`src/rtl/vga_timing_gen.sv`:
```
// rtl/vga_timing_gen.sv - 640x480@60 VGA raster timing with frame-synchronous image select.
// Optional macro VGA_PIX_DIV_EN: derive the pixel tick from a 2x clk via an internal divider.
module vga_timing_gen #(
  parameter int H_VISIBLE = 640,
  parameter int H_FP      = 16,
  parameter int H_SYNC    = 96,
  parameter int H_BP      = 48,
  parameter int V_VISIBLE = 480,
  parameter int V_FP      = 10,
  parameter int V_SYNC    = 2,
  parameter int V_BP      = 33
) (
  input  logic       clk,
  input  logic       rst_n,
  input  logic       img_sel,
  output logic       pix_tick,
  output logic       hsync,
  output logic       vsync,
  output logic       video_on,
  output logic [9:0] pos_x,
  output logic [9:0] pos_y,
  output logic       frame_start,
  output logic       CHG_IMG
);

  localparam int H_TOTAL = H_VISIBLE + H_FP + H_SYNC + H_BP;
  localparam int V_TOTAL = V_VISIBLE + V_FP + V_SYNC + V_BP;

  localparam logic [9:0] H_LAST    = 10'(H_TOTAL - 1);
  localparam logic [9:0] V_LAST    = 10'(V_TOTAL - 1);
  localparam logic [9:0] H_VIS_END = 10'(H_VISIBLE);
  localparam logic [9:0] V_VIS_END = 10'(V_VISIBLE);
  localparam logic [9:0] HS_START  = 10'(H_VISIBLE + H_FP);
  localparam logic [9:0] HS_END    = 10'(H_VISIBLE + H_FP + H_SYNC);
  localparam logic [9:0] VS_START  = 10'(V_VISIBLE + V_FP);
  localparam logic [9:0] VS_END    = 10'(V_VISIBLE + V_FP + V_SYNC);

  logic       tick;
  logic       line_end;
  logic       frame_end;
  logic [9:0] x_q, x_d;
  logic [9:0] y_q, y_d;
  logic       hs_q, hs_d;
  logic       vs_q, vs_d;
  logic       von_q, von_d;
  logic       fs_q, fs_d;
  logic       chg_q, chg_d;
  logic [1:0] sync_q;

`ifdef VGA_PIX_DIV_EN
  logic div_q;

  always_ff @(posedge clk) begin
    if (!rst_n) begin
      div_q <= 1'b0;
    end else begin
      div_q <= ~div_q;
    end
  end

  assign tick = div_q;
`else
  assign tick = rst_n;
`endif

  assign pix_tick = tick;

  // Sync/visible flags decode the next-state counters so they line up with pos_x/pos_y.
  always_comb begin
    x_d       = x_q;
    y_d       = y_q;
    line_end  = (x_q == H_LAST);
    frame_end = line_end && (y_q == V_LAST);
    if (tick) begin
      if (line_end) begin
        x_d = 10'd0;
        y_d = (y_q == V_LAST) ? 10'd0 : y_q + 10'd1;
      end else begin
        x_d = x_q + 10'd1;
      end
    end
    hs_d  = !((x_d >= HS_START) && (x_d < HS_END));
    vs_d  = !((y_d >= VS_START) && (y_d < VS_END));
    von_d = (x_d < H_VIS_END) && (y_d < V_VIS_END);
    fs_d  = tick && frame_end;
    chg_d = fs_d ? sync_q[1] : chg_q;
  end

  always_ff @(posedge clk) begin
    if (!rst_n) begin
      x_q    <= 10'd0;
      y_q    <= 10'd0;
      hs_q   <= 1'b1;
      vs_q   <= 1'b1;
      von_q  <= 1'b1;
      fs_q   <= 1'b0;
      chg_q  <= 1'b0;
      sync_q <= 2'b00;
    end else begin
      x_q    <= x_d;
      y_q    <= y_d;
      hs_q   <= hs_d;
      vs_q   <= vs_d;
      von_q  <= von_d;
      fs_q   <= fs_d;
      chg_q  <= chg_d;
      sync_q <= {sync_q[0], img_sel};
    end
  end

  assign pos_x       = x_q;
  assign pos_y       = y_q;
  assign hsync       = hs_q;
  assign vsync       = vs_q;
  assign video_on    = von_q;
  assign frame_start = fs_q;
  assign CHG_IMG     = chg_q;

endmodule

```
`config.mk`:
```
export PLATFORM = sky130hd
export DESIGN_NAME = vga_timing_gen
export DESIGN_NICKNAME = d
export VERILOG_FILES = /design/src/rtl/vga_timing_gen.sv
export SDC_FILE = /design/constraint.sdc
export NUM_CORES = 1
export LEC_CHECK = 0
export ABC_AREA = 1
export CORE_MARGIN = 1.5
export CORE_UTILIZATION = 35
export CTS_BUF_LIST = sky130_fd_sc_hd__clkbuf_16
export DETAILED_ROUTE_END_ITERATION = 8
export HOLD_SLACK_MARGIN = 0.03
export PLACE_DENSITY = 0.69
export SLEW_MARGIN = 40
export SYNTH_ARGS = -nofsm -noshare
export SYNTH_HDL_FRONTEND = slang
export SYNTH_SLANG_ARGS = --single-unit
```
`constraint.sdc`:
```
create_clock -name clk -period 1.5 [get_ports clk]
set_input_delay 0.225 -clock clk [delete_from_list [all_inputs] [get_ports clk]]
set_output_delay 0.225 -clock clk [all_outputs]
set_load 0.005 [all_outputs]
```
Run 1, placement by cell class:
Bar = 20 µm. Fill, decap, tap and diode cells in grey.
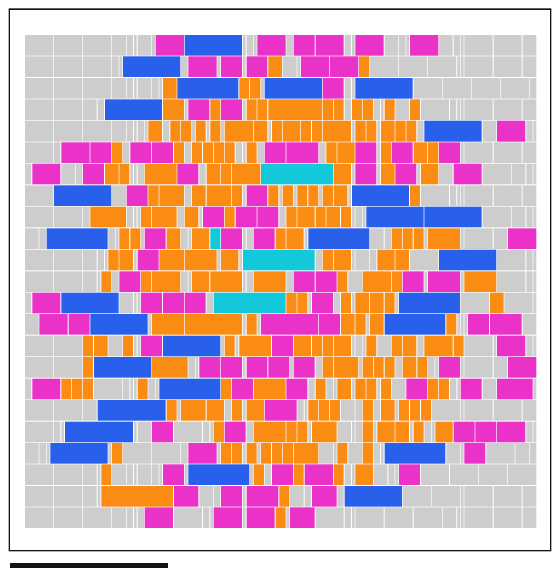
class	colour	cells	share of their area
remaining logic cells	orange	196	42%
clock drivers and dummy loads	cyan	4	3.2%
registers	blue	27	23%
remaining buffers and delay cells	magenta	92	32%
area of the core: 0.00406 mm²
Final Cell Area: 0.00253 mm²
sequential share of cell area: 22.0%
row cnt: 23
utilization after layout: 62.4%

Run 1, track usage over the die:
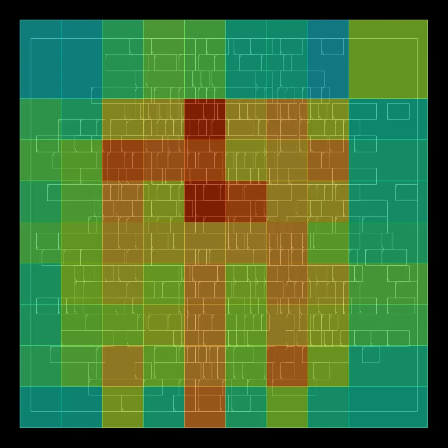
Total Routing Usage GR: 20.2%
GR Util met1: 27.8%
met3 Use GR: 2.63%

==> impl_metrics.yaml, run 1 <==
# flow metrics
run_status:
  status: "finished, violations left"
  violations: "setup timing"
hold_path:
  worstHoldStart: "sync_q[0]"
  holdPathEnd: "sync_q[1]"
timing:
  period_needed_ns: 1.71
  worst_pin_slew_ns: 0.293
  min_period_over_period_pct: 114
  finalSetupViolations: 10
  maxSlewHeadroom_pct: 80.4
  report.final.hold_viol_count: 0
  timing.final.ws_setup_ns: -0.206
global_routing:
  grt_antenna_before_repair: 0
  globalRouteOverflowTotal: 0
logic_synthesis:
  top_cell_area_share_pct: 36.1
  yosysChipArea_mm2: 0.00150
  synthTopCellsByArea: "dfxtp_1 (36%), nand2_1 (15%), nor2_1 (9.0%)"
drt:
  routed_via_density: 4.69
  wl_per_cell_um: 11.8
  drtAntennaViolNets: 0
  wl_mm: 4.35
  drtIter0Drc: 144
power:
  ir_worst_vdd_mv: 0.323
  p_leak_nw: 1.26
  p_per_area_mw_per_mm2: 568
die:
  die_w_um: 68.4
  fp_util_pct: 36.9
worst_setup_path:
  reg2reg_depth: 10
  reg2reg_setup_slack_ns: -0.21
  worst_ep_arrival_time_ns: 1.90
finish:
  layout-drive-gt1-share_pct: 36.4
  lay_top_count: "buf_4"
  num-nets-final: 326
job:
  drv_cap: 0
clock_tree:
  cts_inserted_buffers: 3
Run 1, where the registers sit:
Bar = 20 µm. Other sequential cells in the stronger grey, the rest of the logic in the fainter grey.
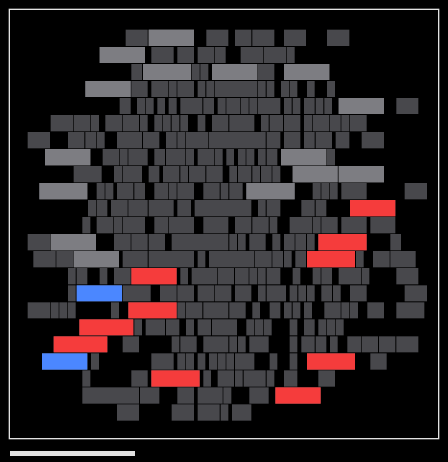
signal	colour	flops
sync_q	blue	2
pos_x	red	10
not coloured	15

==> run 1: cells by family after synthesis <==
family          count (synthesis)  synth area share, %
compound gates                 13                 5.02
xor+xnor                        4                 2.34
fa+ha+maj                       3                 2.51
buf+inv                        39                 10.4
flops                          27                 36.1
simple gates                  141                 43.6
==> run 1: layout make-up <==
class / count / area [µm²]
Fill cell: 337 / 1530
Multi-Input combinational cell: 161 / 910
Timing Repair Buffer: 92 / 791
Sequential cell: 27 / 558
Inverter: 35 / 131
Clock buffer: 3 / 75.1
Tap cell: 50 / 62.6
Clock inverter: 1 / 3.75
==> run 1: state kept, by name (all words and copies together), names as in the netlist <==
name         flops
video_on         1
CHG_IMG          1
frame_start      1
pos_x           10
sync_q           2
pos_y           10
vsync            1
hsync            1
==> run 1: per-stage QoR <==
step	std cells	setup WS, ns
6_report	369	-0.206
3_5_place_dp	360	-0.367
5_1_grt	369	-0.310
4_1_cts	366	-0.141
2_1_floorplan	227	-0.0472
3_3_place_gp	360	-0.346
==> run 1: Yosys cell counts <==
master,number
inv_2,3
nand3_2,1
nand3b_1,1
nand3_1,20
nor2_1,36
nand2_1,59
and2_1,1
a21oi_1,8
buf_2,1
ha_1,3
xor2_1,3
o21bai_2,1
nor3_1,4
xnor2_1,1
o21ai_0,2
nor2_4,3
o21ai_1,1
nand2_2,5
clkinv_1,1
dfxtp_1,27
nor2_2,3
nand4_1,6
nand2_4,1
buf_4,2
o21ai_2,1
nor2_8,1
clkbuf_1,1
inv_1,31
==> run 1: worst max-delay path, stage by stage (launching register included) <==
cell	delay (ns)
dfxtp_4	0.36
ha_4	0.15
nand2_4	0.05
nor2_4	0.17
inv_2	0.08
nor2_8	0.14
nand2_4	0.13
nor2_4	0.12
nand3_1	0.11
a21oi_2	0.17
and2_1	0.15
==> run 1: where the power goes <==
part / internal, mW / leakage, nW / switching [mW]
logic: 0.0566 / 0.990 / 0.0493
registers: 0.726 / 0.224 / 0.00723
clock network: 0.357 / 0.0423 / 0.242
total: 1.14 / 1.26 / 0.299
==> run 1: layer usage <==
metal  routed length (µm)  track usage [%]
met1                 1990             27.8
met2                 2120             32.7
met3                  151             2.63
met4                   92             5.75
met5                    0                0
==> run 1: how the worst max path moves through the flow <==
| stage | end | slack [ns] | depth (start not counted) |
|---|---|---|---|
| 2_1_floorplan | video_on | -0.05 | 12 |
| 3_3_place_gp | hsync | -0.35 | 10 |
| 3_5_place_dp | hsync | -0.37 | 10 |
| 4_1_cts | video_on | -0.14 | 13 |
| 5_1_grt | pos_y[4] | -0.31 | 10 |
| 6_report | pos_y[4] | -0.21 | 10 |
==> run 1: repair_timing <==
| action | in CTS | in global routing |
|---|---|---|
| resized | 20 | 19 |
| setup endpoints to repair | 15 | 18 |
| pin swaps | 11 | 13 |
| buffers inserted | 2 | 5 |
| hold buffers | 0 | 0 |
--- run 2 (diff from run 1) ---
- CTS_CLUSTER_DIAMETER: not set -> 150
Run 2, wiring by layer:
Bar = 20 µm. Only two layers are drawn.
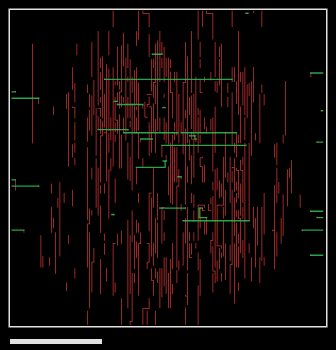
layer	colour	wire length
M2	red	2120 µm
M3	green	152 µm
DR vias: 1729
routed wire length: 4.35 mm
WL/cell: 11.8 µm

Run 2, track usage over the die:
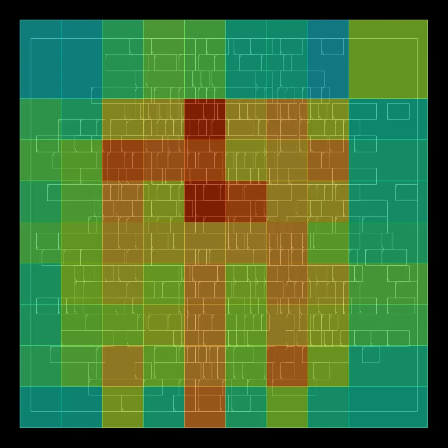
GR peak layer: met2
met2 Use GR: 32.7%

Run 2, where the registers sit:
Bar = 20 µm. Other sequential cells in the stronger grey, the rest of the logic in the fainter grey.
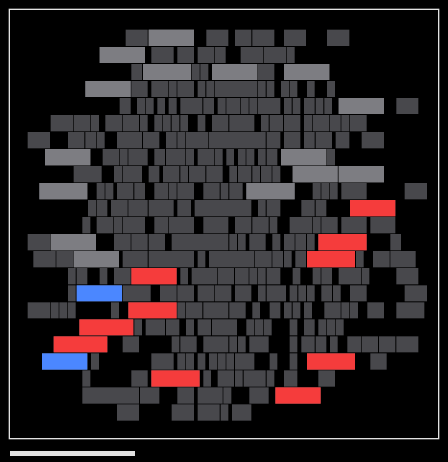
signal	colour	flops
pos_x	red	10
sync_q	blue	2
not coloured	15

==> run 2 against run 1 <==
Net effect:
- the run still ends with setup timing left
- non-clock buffer count unchanged
- cell area unchanged
- power unchanged
- register-to-register slack about the same
- core utilization unchanged
- final cell count unchanged
- die area unchanged
- sequential share of layout area unchanged
- global-route usage unchanged
==> impl_metrics.yaml, run 2 <==
# flow metrics
die:
  die_w_um: 68.4
  ios: 29
  fp_util_pct: 36.9
  core_mm2: 0.00406
  rows: 23
power:
  p_clk_share_pct: 41.7
  p_switching_uw: 299
  p_sw_share_pct: 20.8
  p_leak_nw: 1.26
  p_per_area_mw_per_mm2: 568
  intPower_mw: 1.14
placement:
  place_worst_setup_slack_ns: -0.367
logic_synthesis:
  synthTopCellsByArea: "dfxtp_1 (36%), nand2_1 (15%), nor2_1 (9.0%)"
  logic_family: "simple AND/OR/NAND/NOR gates"
  edf_count: 0
  compound_area_share_pct: 5.02
  synth-xor-area-share_pct: 2.34
  common_cells: "nand2_1 (59), nor2_1 (36), inv_1 (31)"
  top_cell: "nand2_1"
  flop_cell: "dfxtp_1"
  adder_share_pct: 2.51
  yosysChipArea_mm2: 0.00150
  synthArstFlopShare_pct: 0
  top_cell_area_share_pct: 36.1
  simple_gate_area_share_pct: 43.6
finish:
  num-nets-final: 326
  layout-drive-gt1-share_pct: 36.4
  lay_top_count: "buf_4"
  final_cell_area_mm2: 0.00253
clock_tree:
  holdBufCountCts: 0
  cts_tree: "yes"
worst_setup_path:
  cp-endpoint: "pos_y[4]"
  reg2reg_depth: 10
  worst_ep_arrival_time_ns: 1.90
timing:
  period_needed_ns: 1.71
  report.final.hold_viol_count: 0
  timing.final.ws_setup_ns: -0.206
  maxSlewHeadroom_pct: 80.4
  worst_pin_slew_ns: 0.293
  finalSetupViolations: 10
global_routing:
  track_usage_pct: 20.2
  globalRouteOverflowTotal: 0
run_status:
  violations: "setup timing"
  status: "finished, violations left"
hold_path:
  worstHoldStart: "sync_q[0]"
drt:
  drtIter0Drc: 144
  drtAntennaViolNets: 0
  routed_via_density: 4.69
job:
  drv_cap: 0
==> run 2: cell counts in the layout (fill, tap and decap cells not counted) <==
No cell type changed its count.
==> run 2: routing by layer <==
layer	GRT usage, %	share of wire [%]
met1	27.8	46
met2	32.7	49
met3	2.63	3.5
met4	5.75	2.1
met5	0	0
==> run 2: what timing repair did <==
item / in CTS / in global routing
pin swaps: 11 / 13
resized: 20 / 19
endpoints found under the setup margin: 15 / 18
hold endpoints to repair: 0 / 0
buffers inserted: 2 / 5
==> run 2: critical path: stages (launching register included) <==
cell,delay (ns)
dfxtp_4,0.36
ha_4,0.15
nand2_4,0.05
nor2_4,0.17
inv_2,0.08
nor2_8,0.14
nand2_4,0.13
nor2_4,0.12
nand3_1,0.11
a21oi_2,0.17
and2_1,0.15
==> run 2: logic make-up (layout without fill, tap and decap cells) <==
| family | Yosys count | count (layout) |
|---|---|---|
| flops | 27 | 27 |
| xor+xnor | 4 | 4 |
| buf+inv | 39 | 131 |
| simple gates | 141 | 141 |
| fa+ha+maj | 3 | 3 |
| compound gates | 13 | 13 |
==> run 2: worst min-delay path by stage <==
stage	endpoint	slack [ns]	cells after the start
final	sync_q[1]	0.42	2
after global routing	sync_q[1]	0.45	2
after CTS	sync_q[1]	0.43	2
after detailed placement	sync_q[1]	0.41	2
after global placement	sync_q[1]	0.40	2
after floorplan	sync_q[0]	0.32	2
==> run 2: final cells by class <==
cell class / instances / area [µm²] / area share [%]
sequential: 27 / 558 / 22.0
clock buffer: 3 / 75.1 / 2.97
tap: 50 / 62.6 / 2.47
clock inverter: 1 / 3.75 / 0.148
inverter: 35 / 131 / 5.19
timing repair buffer: 92 / 791 / 31.2
multi-input combinational: 161 / 910 / 35.9
==> run 2: power by group through the flow <==
stage	Sequential (mW)	Clock (mW)	Combinational, mW
detailed placement	0.750	0	0.105
floorplan	0.753	0	0.0381
global route	0.733	0.645	0.117
CTS	0.733	0.612	0.107
finish	0.733	0.599	0.106
global placement	0.749	0	0.102
==> run 2: stage by stage <==
| stage | power [mW] | TNS [ns] |
|---|---|---|
| after global placement | 0.851 | -2.45 |
| after floorplan | 0.791 | -0.0985 |
| final | 1.44 | -1.08 |
| after CTS | 1.45 | -0.495 |
| after global routing | 1.49 | -2.30 |
| after detailed placement | 0.854 | -2.94 |
Power figures rest on the tool's default switching activity, not on a simulated workload.
